<file path="config.mk">
export PLATFORM = sky130hd
export DESIGN_NAME = fp_add_pipe
export DESIGN_NICKNAME = d
export VERILOG_FILES = /design/src/rtl/fp_add_pipe.sv
export SDC_FILE = /design/constraint.sdc
export NUM_CORES = 1
export LEC_CHECK = 0
export ABC_AREA = 1
export ABC_CLOCK_PERIOD_IN_PS = 10100
export CORE_ASPECT_RATIO = 1.25
export CORE_MARGIN = 5
export CORE_UTILIZATION = 55
export CTS_BUF_LIST = sky130_fd_sc_hd__clkbuf_4 sky130_fd_sc_hd__clkbuf_8
export CTS_CLUSTER_DIAMETER = 100
export CTS_CLUSTER_SIZE = 14
export DETAILED_ROUTE_END_ITERATION = 6
export GPL_TIMING_DRIVEN = 0
export PLACE_DENSITY = 0.71
export SLEW_MARGIN = 20
export SYNTH_ARGS = -nofsm -noshare
export SYNTH_HDL_FRONTEND = slang
export SYNTH_SLANG_ARGS = --single-unit
export TNS_END_PERCENT = 30
</file>
<file path="constraint.sdc">
create_clock -name clk -period 10.1 [get_ports clk]
set_clock_uncertainty 0.15 [all_clocks]
set_input_delay 1.01 -clock clk [delete_from_list [all_inputs] [get_ports clk]]
set_output_delay 1.01 -clock clk [all_outputs]
set_load 0.01 [all_outputs]
</file>
<file path="src/rtl/fp_add_pipe.sv">
// Pipelined IEEE-754-style adder/subtractor: input capture, unpack/swap, align/add,
// normalise, round/pack. Parametrised exponent and fraction widths.
module fp_add_pipe #(
   parameter int EXP_W = 8,
   parameter int MAN_W = 23
) (
   input  logic                 clk,
   input  logic                 rst,
   input  logic                 in_valid,
   output logic                 in_ready,
   input  logic                 op,
   input  logic [EXP_W+MAN_W:0] a,
   input  logic [EXP_W+MAN_W:0] b,
   output logic                 out_valid,
   input  logic                 out_ready,
   output logic [EXP_W+MAN_W:0] result,
   output logic                 flag_ovf,
   output logic                 flag_inv,
   output logic                 flag_inx
);
   localparam int E  = EXP_W;
   localparam int M  = MAN_W;
   localparam int W  = 1 + E + M;
   localparam int XW = M + 4;
   localparam int SW = M + 5;
   localparam logic [W-1:0] QNAN     = {1'b0, {E{1'b1}}, 1'b1, {(M-1){1'b0}}};
   localparam logic [E-1:0] EXP_ONE  = E'(1);
   localparam logic [E:0]   EXPX_ONE = (E+1)'(1);
   localparam logic [E:0]   EXPX_MAX = {1'b0, {E{1'b1}}};

   // Handshake: a word moves on an edge where its valid and ready are both high. A result
   // held with out_ready low freezes every stage, so in_ready is simply the inverse of stall.
   logic stall;
   assign stall    = out_valid & ~out_ready;
   assign in_ready = ~stall;

   logic v0, v1, v2, v3;
   logic [W-1:0] r0_a, r0_b;

   logic [E-1:0]   ea, eb;
   logic [M-1:0]   fa, fb;
   logic           a_nan, b_nan, a_inf, b_inf, swap, s1_inv;
   logic [W-1:0]   op_big, s1_spec;
   logic [W-2:0]   small_mag;
   logic [E-1:0]   big_e, small_e;

   assign ea        = r0_a[W-2:M];
   assign eb        = r0_b[W-2:M];
   assign fa        = r0_a[M-1:0];
   assign fb        = r0_b[M-1:0];
   assign a_nan     = (&ea) & (|fa);
   assign b_nan     = (&eb) & (|fb);
   assign a_inf     = (&ea) & ~(|fa);
   assign b_inf     = (&eb) & ~(|fb);
   assign swap      = r0_b[W-2:0] > r0_a[W-2:0];
   assign op_big    = swap ? r0_b : r0_a;
   assign small_mag = swap ? r0_a[W-2:0] : r0_b[W-2:0];
   assign big_e     = (|op_big[W-2:M]) ? op_big[W-2:M] : EXP_ONE;
   assign small_e   = (|small_mag[W-2:M]) ? small_mag[W-2:M] : EXP_ONE;

   always_comb begin
      s1_inv  = 1'b0;
      s1_spec = QNAN;
      if (a_nan | b_nan) begin
         s1_spec = QNAN;
      end else if (a_inf & b_inf & (r0_a[W-1] != r0_b[W-1])) begin
         s1_inv  = 1'b1;
      end else if (a_inf) begin
         s1_spec = r0_a;
      end else begin
         s1_spec = r0_b;
      end
   end

   logic           r1_sign, r1_sub, r1_zsign, r1_special, r1_inv;
   logic [E-1:0]   r1_exp, r1_diff;
   logic [M:0]     r1_sigb, r1_sigs;
   logic [W-1:0]   r1_spec;

   // Bits pushed past the low end of the extended significand collapse into sticky.
   logic [31:0]     sh2;
   logic [2*XW-1:0] s2_wide;
   logic [XW-1:0]   s2_small, s2_big;
   logic [SW-1:0]   s2_sum;

   always_comb begin
      sh2 = 32'(r1_diff);
      if (sh2 > 32'(M + 3)) sh2 = 32'(M + 3);
      s2_wide  = {r1_sigs, 3'b000, {XW{1'b0}}} >> sh2;
      s2_small = s2_wide[2*XW-1:XW] | {{(XW-1){1'b0}}, |s2_wide[XW-1:0]};
      s2_big   = {r1_sigb, 3'b000};
      s2_sum   = r1_sub ? ({1'b0, s2_big} - {1'b0, s2_small})
                        : ({1'b0, s2_big} + {1'b0, s2_small});
   end

   logic           r2_sign, r2_zsign, r2_special, r2_inv;
   logic [E-1:0]   r2_exp;
   logic [SW-1:0]  r2_sum;
   logic [W-1:0]   r2_spec;

   // Left shift stops at exponent 1; a hidden bit still clear afterwards marks a denormal.
   logic [31:0]    lz, lim, sh3;
   logic [XW-1:0]  s3_mant;
   logic [E:0]     s3_exp;

   always_comb begin
      lz = 32'(XW);
      for (int i = 0; i < XW; i++) begin
         if (r2_sum[i]) lz = 32'(XW - 1 - i);
      end
      lim = 32'(r2_exp) - 32'd1;
      sh3 = (lz < lim) ? lz : lim;
      if (r2_sum[SW-1]) begin
         s3_mant = {r2_sum[SW-1:2], r2_sum[1] | r2_sum[0]};
         s3_exp  = {1'b0, r2_exp} + EXPX_ONE;
      end else begin
         s3_mant = r2_sum[XW-1:0] << sh3;
         s3_exp  = {1'b0, r2_exp} - sh3[E:0];
      end
   end

   logic           r3_sign, r3_zsign, r3_special, r3_inv;
   logic [E:0]     r3_exp;
   logic [XW-1:0]  r3_mant;
   logic [W-1:0]   r3_spec;

   logic           s4_inc, s4_hid, s4_ovf, s4_sign;
   logic [M+1:0]   s4_rnd;
   logic [M-1:0]   s4_frac;
   logic [E:0]     s4_exp;
   logic [W-1:0]   s4_res;
   logic           s4_flag_ovf, s4_flag_inv, s4_flag_inx;

   always_comb begin
      s4_inc = r3_mant[2] & (r3_mant[1] | r3_mant[0] | r3_mant[3]);
      s4_rnd = {1'b0, r3_mant[XW-1:3]} + {{(M+1){1'b0}}, s4_inc};
      if (s4_rnd[M+1]) begin
         s4_hid  = 1'b1;
         s4_frac = s4_rnd[M:1];
         s4_exp  = r3_exp + EXPX_ONE;
      end else begin
         s4_hid  = s4_rnd[M];
         s4_frac = s4_rnd[M-1:0];
         s4_exp  = r3_exp;
      end
      s4_ovf  = s4_hid & (s4_exp >= EXPX_MAX);
      s4_sign = (s4_rnd == '0) ? r3_zsign : r3_sign;
      if (r3_special) begin
         s4_res      = r3_spec;
         s4_flag_ovf = 1'b0;
         s4_flag_inv = r3_inv;
         s4_flag_inx = 1'b0;
      end else begin
         s4_res      = s4_ovf ? {r3_sign, {E{1'b1}}, {M{1'b0}}}
                              : {s4_sign, s4_hid ? s4_exp[E-1:0] : {E{1'b0}}, s4_frac};
         s4_flag_ovf = s4_ovf;
         s4_flag_inv = 1'b0;
         s4_flag_inx = s4_ovf | (|r3_mant[2:0]);
      end
   end

   always_ff @(posedge clk) begin
      if (!stall) begin
         r0_a       <= a;
         r0_b       <= {b[W-1] ^ op, b[W-2:0]};
         r1_sign    <= op_big[W-1];
         r1_sub     <= r0_a[W-1] ^ r0_b[W-1];
         r1_zsign   <= r0_a[W-1] & r0_b[W-1];
         r1_special <= a_nan | b_nan | a_inf | b_inf;
         r1_inv     <= s1_inv;
         r1_spec    <= s1_spec;
         r1_exp     <= big_e;
         r1_diff    <= big_e - small_e;
         r1_sigb    <= {|op_big[W-2:M], op_big[M-1:0]};
         r1_sigs    <= {|small_mag[W-2:M], small_mag[M-1:0]};
         r2_sign    <= r1_sign;
         r2_zsign   <= r1_zsign;
         r2_special <= r1_special;
         r2_inv     <= r1_inv;
         r2_spec    <= r1_spec;
         r2_exp     <= r1_exp;
         r2_sum     <= s2_sum;
         r3_sign    <= r2_sign;
         r3_zsign   <= r2_zsign;
         r3_special <= r2_special;
         r3_inv     <= r2_inv;
         r3_spec    <= r2_spec;
         r3_exp     <= s3_exp;
         r3_mant    <= s3_mant;
      end
   end

   always_ff @(posedge clk) begin
      if (rst) begin
         v0        <= 1'b0;
         v1        <= 1'b0;
         v2        <= 1'b0;
         v3        <= 1'b0;
         out_valid <= 1'b0;
         result    <= '0;
         flag_ovf  <= 1'b0;
         flag_inv  <= 1'b0;
         flag_inx  <= 1'b0;
      end else if (!stall) begin
         v0        <= in_valid;
         v1        <= v0;
         v2        <= v1;
         v3        <= v2;
         out_valid <= v3;
         if (v3) begin
            result   <= s4_res;
            flag_ovf <= s4_flag_ovf;
            flag_inv <= s4_flag_inv;
            flag_inx <= s4_flag_inx;
         end
      end
   end
endmodule

</file>
==> images/metal_density.png <==
The die is cut into 18 by 23 equal tiles; dark blue is low, red is high, scaled to the fullest tile. Values are wire area over tile area, all layers added.
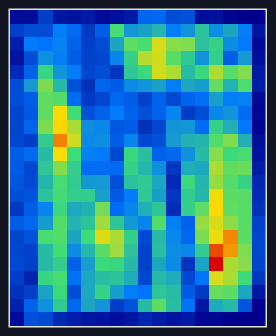
emptiest ninth of the die: top left
nearly empty tiles: 2.9%
fullest tile: 0.75
vias: 17.3k
Total Wirelength: 58800 µm
DR WL/cell: 19.4 µm

==> images/clk_routes.png <==
Bar = 50 µm.
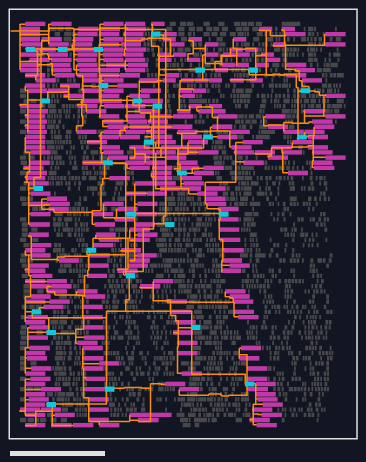
legend:
  flip-flops:
    color: magenta
    count: 349
  clock drivers:
    color: cyan
    count: 28
  clock wires:
    color: orange
    length: 3840 µm
flops lie: spread over the die
Clock Power Share: 14.2%
Clock net power: 0.757 mW
Skew-Pair Late Insertion Delay: 0.63 ns

==> flow_summary.toml <==
# yosys + openroad results
[placed_design]
post-place-ws_ns = 3.37
portBuffers = 104

[synth]
synth-xor-area-share_pct = 3.02
syn_area_um2 = 20600
top_cell = "nand2_1"
yosysTopAreaCell = "edfxtp_1"
yosysCellCount = 2389
yosysSeqAreaShare_pct = 49.0
mux_share_pct = 0.492
synth_top_flop_cell = "edfxtp_1"

[pwr]
seq_power_mw = 2.12
p_int_mw = 2.99
powerDensity_nw_per_um2 = 234
p_leak_nw = 9.90
ir_drop_v = 0.000212

[critical_path]
cp.arrival_ns = 6.97
cp_slowest_stage_delay_ns = 0.50
crit_type = "reg2reg"
critPathRequiredTime_ns = 10.33

[clock_tree]
cts.path.max_buffers = 3
post_cts_buffers = 0
cts_tree = "done"

[floorplan]
fp_util_pct = 55.5
nWellTaps = 486
die_area_um2 = 41400

[routing]
highest_layer = "met4"
wl_met2_um = 29500

[layout]
seq_share_pct = 44.2
n_antenna_cell = 0
final_cell_mix = "nand2_1 (568), edfxtp_1 (309), inv_1 (282), nand3_1 (198), o21ai_0 (170)"
n_all_inverters = 297
logic_area_um2 = 8980

[run_status]
outcome = "finished, final reports clean"

[sta]
setup_viol = 0
timing.final.crit_period_ns = 6.74
relSlewSlack_pct = 44.6

[hold_path]
worstHoldPathCells = 0

[run]
tool_warnings = 55
==> images/layer_met4.png <==
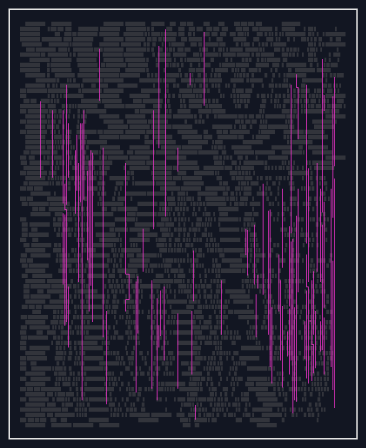
wire length on this layer: 4250 µm
longest straight run: 146 µm
share of all routed wire: 7.2%
main direction: vertical

==> images/clocks.png <==
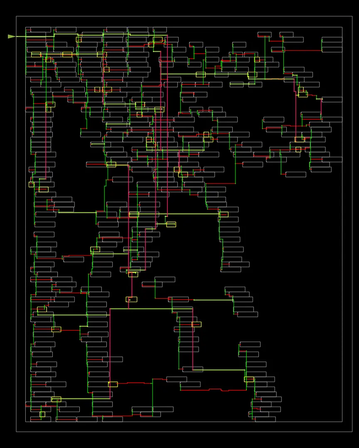
CTS sink count: 349
layout clock buffer count: 43
flip-flops: 349
Num CTS Buffers: 28

## stage by stage
| step | area [µm²] | setup TNS [ns] | utilization, % | instances | power (mW) |
|---|---|---|---|---|---|
| CTS | 22800 | 0 | 61.5 | 3025 | 5.30 |
| global placement | 22200 | -43.24 | 60.0 | 2979 | 4.52 |
| global route | 22800 | 0 | 61.5 | 3025 | 5.69 |
| detailed placement | 22300 | 0 | 60.1 | 2981 | 4.54 |
| floorplan | 20600 | 0 | - | 2389 | 3.72 |
| finish | 22800 | 0 | 61.5 | 3025 | 5.33 |
## per-layer routing
layer,track usage [%],vias up
li1,-,8392
met1,32.8,8004
met2,49.6,678
met3,2.95,196
met4,17.1,0
met5,0,-
Power is estimated from default activity; no workload was simulated.
